<file path="src/rtl/imem_loader_if.sv">
// Byte-stream handshake between a program source and the imem loader.
`timescale 1ns/1ps
interface imem_loader_if;
   logic       byte_valid;
   logic [7:0] byte_data;
   logic       byte_ready;

   modport master (
      output byte_valid,
      output byte_data,
      input  byte_ready
   );

   modport slave (
      input  byte_valid,
      input  byte_data,
      output byte_ready
   );
endinterface

</file>
<file path="src/rtl/imem_loader.sv">
// Boot-time loader: packs a little-endian byte stream into 32-bit words,
// writes them to instruction memory and holds the CPU in reset until done.
`timescale 1ns/1ps
module imem_loader #(
   parameter int ADDR_WIDTH = 8
) (
   input  logic                  clk,
   input  logic                  reset,
   input  logic                  start,
   input  logic [ADDR_WIDTH:0]   word_count,
   imem_loader_if.slave          bs,
   output logic                  imem_wr_en,
   output logic [ADDR_WIDTH-1:0] imem_wr_addr,
   output logic [31:0]           imem_wr_data,
   output logic                  cpu_reset,
   output logic                  busy,
   output logic                  done
);

   typedef enum logic [1:0] {
      IDLE,
      LOAD,
      WRITE,
      DONE
   } state_t;

   localparam logic [ADDR_WIDTH:0] MAX_CNT = {1'b1, {ADDR_WIDTH{1'b0}}};

   state_t                state, state_n;
   logic [1:0]            byte_idx;
   logic [23:0]           buf_q;
   logic [ADDR_WIDTH:0]   word_cnt;
   logic [ADDR_WIDTH:0]   count_q;
   logic [ADDR_WIDTH-1:0] addr_q;
   logic                  ready_q;
   logic                  accept;
   logic                  xfer;
   logic                  last;
   logic [ADDR_WIDTH:0]   count_sat;

   assign bs.byte_ready = ready_q;

   assign accept    = ((state == IDLE) || (state == DONE)) && start;
   assign xfer      = (state == LOAD) && bs.byte_valid;
   assign last      = (word_cnt + (ADDR_WIDTH+1)'(1)) == count_q;
   // Clamp so the word address can never wrap past the top of memory.
   assign count_sat = (word_count > MAX_CNT) ? MAX_CNT : word_count;

   always_ff @(posedge clk or posedge reset) begin
      if (reset) begin
         state <= IDLE;
      end else begin
         state <= state_n;
      end
   end

   always_comb begin
      state_n = state;
      unique case (state)
         IDLE, DONE: begin
            if (start) begin
               state_n = (word_count == '0) ? DONE : LOAD;
            end
         end
         LOAD: begin
            if (bs.byte_valid && (byte_idx == 2'd3)) begin
               state_n = WRITE;
            end
         end
         WRITE: begin
            state_n = last ? DONE : LOAD;
         end
         default: state_n = IDLE;
      endcase
   end

   always_ff @(posedge clk or posedge reset) begin
      if (reset) begin
         byte_idx     <= '0;
         buf_q        <= '0;
         word_cnt     <= '0;
         count_q      <= '0;
         addr_q       <= '0;
         imem_wr_addr <= '0;
         imem_wr_data <= '0;
      end else begin
         if (accept) begin
            count_q  <= count_sat;
            addr_q   <= '0;
            byte_idx <= '0;
            word_cnt <= '0;
         end
         if (xfer) begin
            // Shifting in from the top leaves bytes 0..2 in LSB-first order.
            buf_q    <= {bs.byte_data, buf_q[23:8]};
            byte_idx <= byte_idx + 2'd1;
            if (byte_idx == 2'd3) begin
               imem_wr_data <= {bs.byte_data, buf_q};
               imem_wr_addr <= addr_q;
            end
         end
         if (state == WRITE) begin
            addr_q   <= addr_q + ADDR_WIDTH'(1);
            word_cnt <= word_cnt + (ADDR_WIDTH+1)'(1);
            byte_idx <= '0;
         end
      end
   end

   always_ff @(posedge clk or posedge reset) begin
      if (reset) begin
         ready_q    <= 1'b0;
         imem_wr_en <= 1'b0;
         busy       <= 1'b0;
         done       <= 1'b0;
         cpu_reset  <= 1'b1;
      end else begin
         ready_q    <= (state_n == LOAD);
         imem_wr_en <= (state_n == WRITE);
         busy       <= (state_n == LOAD) || (state_n == WRITE);
         done       <= (state_n == DONE);
         cpu_reset  <= (state_n != DONE);
      end
   end

endmodule

</file>
<file path="src/flat_wrapper.sv">
// flat-port wrapper written by rule: the top's interface ports become plain ports
module imem_loader_flat 
#(
   parameter int ADDR_WIDTH = 8
)
  (clk, reset, start, word_count, imem_wr_en, imem_wr_addr, imem_wr_data, cpu_reset, busy, done, bs_byte_valid, bs_byte_data, bs_byte_ready);
  imem_loader_if bs_i ();
  input  logic clk;
  input  logic reset;
  input  logic start;
  input  logic [ADDR_WIDTH:0] word_count;
  output logic imem_wr_en;
  output logic [ADDR_WIDTH-1:0] imem_wr_addr;
  output logic [31:0] imem_wr_data;
  output logic cpu_reset;
  output logic busy;
  output logic done;
  input wire logic [$bits(bs_i.byte_valid)-1:0] bs_byte_valid;
  input wire logic [$bits(bs_i.byte_data)-1:0] bs_byte_data;
  output wire logic [$bits(bs_i.byte_ready)-1:0] bs_byte_ready;
  assign bs_i.byte_valid = bs_byte_valid;
  assign bs_i.byte_data = bs_byte_data;
  assign bs_byte_ready = bs_i.byte_ready;
  imem_loader #(.ADDR_WIDTH(ADDR_WIDTH)) u_core (.clk(clk), .reset(reset), .start(start), .word_count(word_count), .bs(bs_i), .imem_wr_en(imem_wr_en), .imem_wr_addr(imem_wr_addr), .imem_wr_data(imem_wr_data), .cpu_reset(cpu_reset), .busy(busy), .done(done));
endmodule
</file>
<file path="config.mk">
export PLATFORM = sky130hd
export DESIGN_NAME = imem_loader_flat
export DESIGN_NICKNAME = d
export VERILOG_FILES = /design/src/rtl/imem_loader_if.sv /design/src/rtl/imem_loader.sv /design/src/flat_wrapper.sv
export SDC_FILE = /design/constraint.sdc
export NUM_CORES = 1
export LEC_CHECK = 0
export CAP_MARGIN = 20
export CORE_MARGIN = 2
export CORE_UTILIZATION = 53
export CTS_CLUSTER_DIAMETER = 150
export DETAILED_ROUTE_END_ITERATION = 10
export PLACE_DENSITY = 0.79
export SYNTH_ARGS = -nofsm -noshare
export SYNTH_HDL_FRONTEND = slang
export SYNTH_SLANG_ARGS = --single-unit
</file>
<file path="constraint.sdc">
create_clock -name clk -period 4.1 [get_ports clk]
set_input_delay 0.82 -clock clk [delete_from_list [all_inputs] [get_ports clk]]
set_output_delay 0.82 -clock clk [all_outputs]
set_load 0.02 [all_outputs]
</file>
==> images/layer_met1.png <==
(4 px per um) Supply wires on this layer in grey.
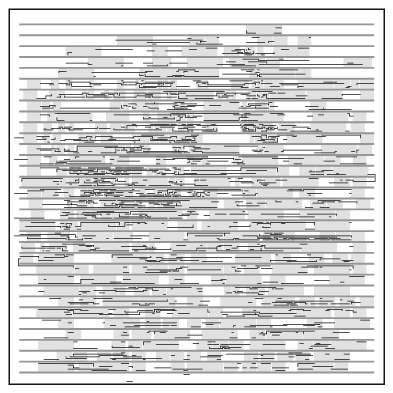
wire length on this layer: 3550 um
main direction: horizontal

==> images/io_fan.png <==
(3 px per um)
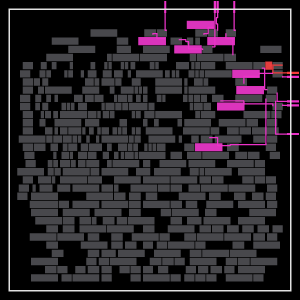
legend:
  imem_wr_addr:
    colour: magenta
    direction: output
    end_cells: 8
    buffers: 8
    wire: 173 um
  reset:
    colour: red
    direction: input
    end_cells: 1
    buffers: 1
    wire: 12.0 um
number of top-level pins: 66
Port Buffer Count: 65

==> images/placement.png <==
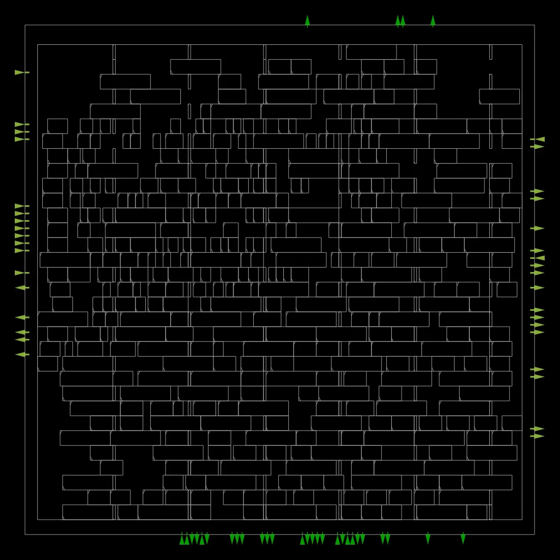
CORE AREA: 7730 um2
Tap Cells: 102
fin util: 67.2%
Core Rows: 32
Fillers: 588

==> impl_metrics.env <==
# flow metrics
export IMPL_start_kind="register"
export IMPL_gp_congestion=0.894
export IMPL_clk_latency_ns=0.36
export IMPL_netlist_instances=339
export IMPL_p_seq_share_pct=44.7
export IMPL_regMostFlops="u_core.imem_wr_data"
export IMPL_diodes=0
export IMPL_routedWlPerCell_um=15.1
export IMPL_p_sw_share_pct=35.2
export IMPL_min_from="u_core.buf_q[6]"
export IMPL_fin_crit_ns=2.48
export IMPL_path_cells="ha_1 > nand3_4 > or3_1 > a211oi_2 > o21ai_2 > nor3_1 > ha_1"
export IMPL_area_leaders="dfrtp_1, mux2_2, o21ai_0, ha_1, nand2_1"
export IMPL_ys_seq_share_pct=58.6
export IMPL_dpl_hpwl_mm=5.21
export IMPL_clkPwrFrac_pct=17.4
export IMPL_synth_largest_type_area_fraction_pct=58.0
export IMPL_seq_cell_count=99
export IMPL_comb_share_pct=32.1
export IMPL_final_cell_mix="dfrtp_1, mux2_2, clkdlybuf4s50_1"
export IMPL_nets=433
export IMPL_p_seq_mw=1.54
export IMPL_dr_total_vias=2813
export IMPL_openroad_warnings=29
export IMPL_yosys_warnings=0
export IMPL_clk_path_buf_depth=2
export IMPL_fin_tns_setup_ns=0
export IMPL_drc=0
export IMPL_overflow=0
export IMPL_fp_nets=368
export IMPL_regArea_um2=2480
export IMPL_hold_path_class="register to register"
export IMPL_largest_cell_class="flip-flops and latches"
export IMPL_crit_cells=7
export IMPL_grt_max_degree=100
export IMPL_critPathCaptureType="register"
export IMPL_cp_max_fo=7
export IMPL_power_leader="registers"
export IMPL_status="finished, final reports clean"
export IMPL_lay_top_count="dfrtp_1"
export IMPL_nNonClkInverters=8
export IMPL_ys_cells=339
export IMPL_num_multi_input_gates=217
export IMPL_hold_depth=1
export IMPL_hold_buffers=0
export IMPL_cts_buffers=9
export IMPL_synthArstFlopShare_pct=100
export IMPL_synthDistinctLibCells=36
export IMPL_p_int_mw=2.24
export IMPL_nNonClkBuffers=69
export IMPL_nClkBuffers=9
export IMPL_hold_viol=0
export IMPL_r2r_end="u_core.busy"
export IMPL_maxSlewViolCount=0
export IMPL_setup_violations=0
export IMPL_fmax_ghz=0.403
export IMPL_finalPower_mw=3.46
export IMPL_routed_wirelength_mm=7.73
export IMPL_grt_util_all_layers_pct=19.4
export IMPL_buffer_area_share_pct=13.3
export IMPL_cp_top_family="simple AND/OR/NAND/NOR gates"
export IMPL_synth_edff_count=0
export IMPL_die_h_um=93.4
export IMPL_die_w_um=93.4
export IMPL_worst_path_buf_inv=0
export IMPL_largest_reg_flops=32
export IMPL_min_to="u_core.imem_wr_data[6]"
export IMPL_via_per_inst=5.50
==> images/placement_by_type.png <==
(4 px per um)
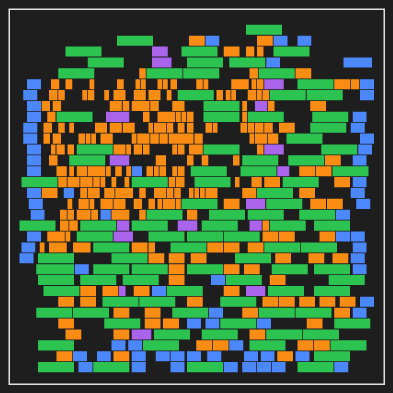
legend:
  combinational and other logic:
    colour: orange
    cells: 225
    share_of_their_area: 34%
  flops:
    colour: green
    cells: 99
    share_of_their_area: 49%
  clock drivers and dummy loads:
    colour: purple
    cells: 16
    share_of_their_area: 3.8%
  other buffers and delay cells:
    colour: blue
    cells: 69
    share_of_their_area: 14%
Design Area, Final: 5190 um2
Seq/total area: 47.7%

==> images/cell_density.png <==
(4 px per um) 9 x 9 tiles, from dark blue (low) to red (high), 0 to 100% covered.
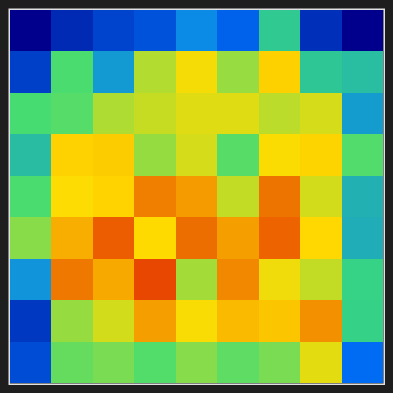
tiles over 75% full: 28%
fullest tile: 92%
mean over tiles: 58%
emptiest ninth of the die: upper left
nearly empty tiles: 2.5%
Floorplan Utilization: 54.8%

[per-stage QoR]
stage | worst slack, ns | util (%) | area [um2]
2_1_floorplan | 0.691 | - | 4230
3_3_place_gp | 1.43 | 64.7 | 5000
4_1_cts | 1.63 | 67.2 | 5190
6_report | 1.62 | 67.2 | 5190
3_5_place_dp | 1.32 | 64.7 | 5000
5_1_grt | 1.43 | 67.2 | 5190
[routing by layer]
metal,up-vias,part of all wire (%),GRT usage (%)
met5,-,0,0
met4,0,1.4,9.19
met3,7,4.5,4.19
met2,75,48,29.9
met1,1397,46,26.2
li1,1334,-,-
[kinds of logic after synthesis]
logic type	synth area share, %
simple gates	8.60
compound gates	7.89
buf+inv	2.10
flops	58.6
mux	17.8
fa+ha+maj	2.37
xor+xnor	2.69
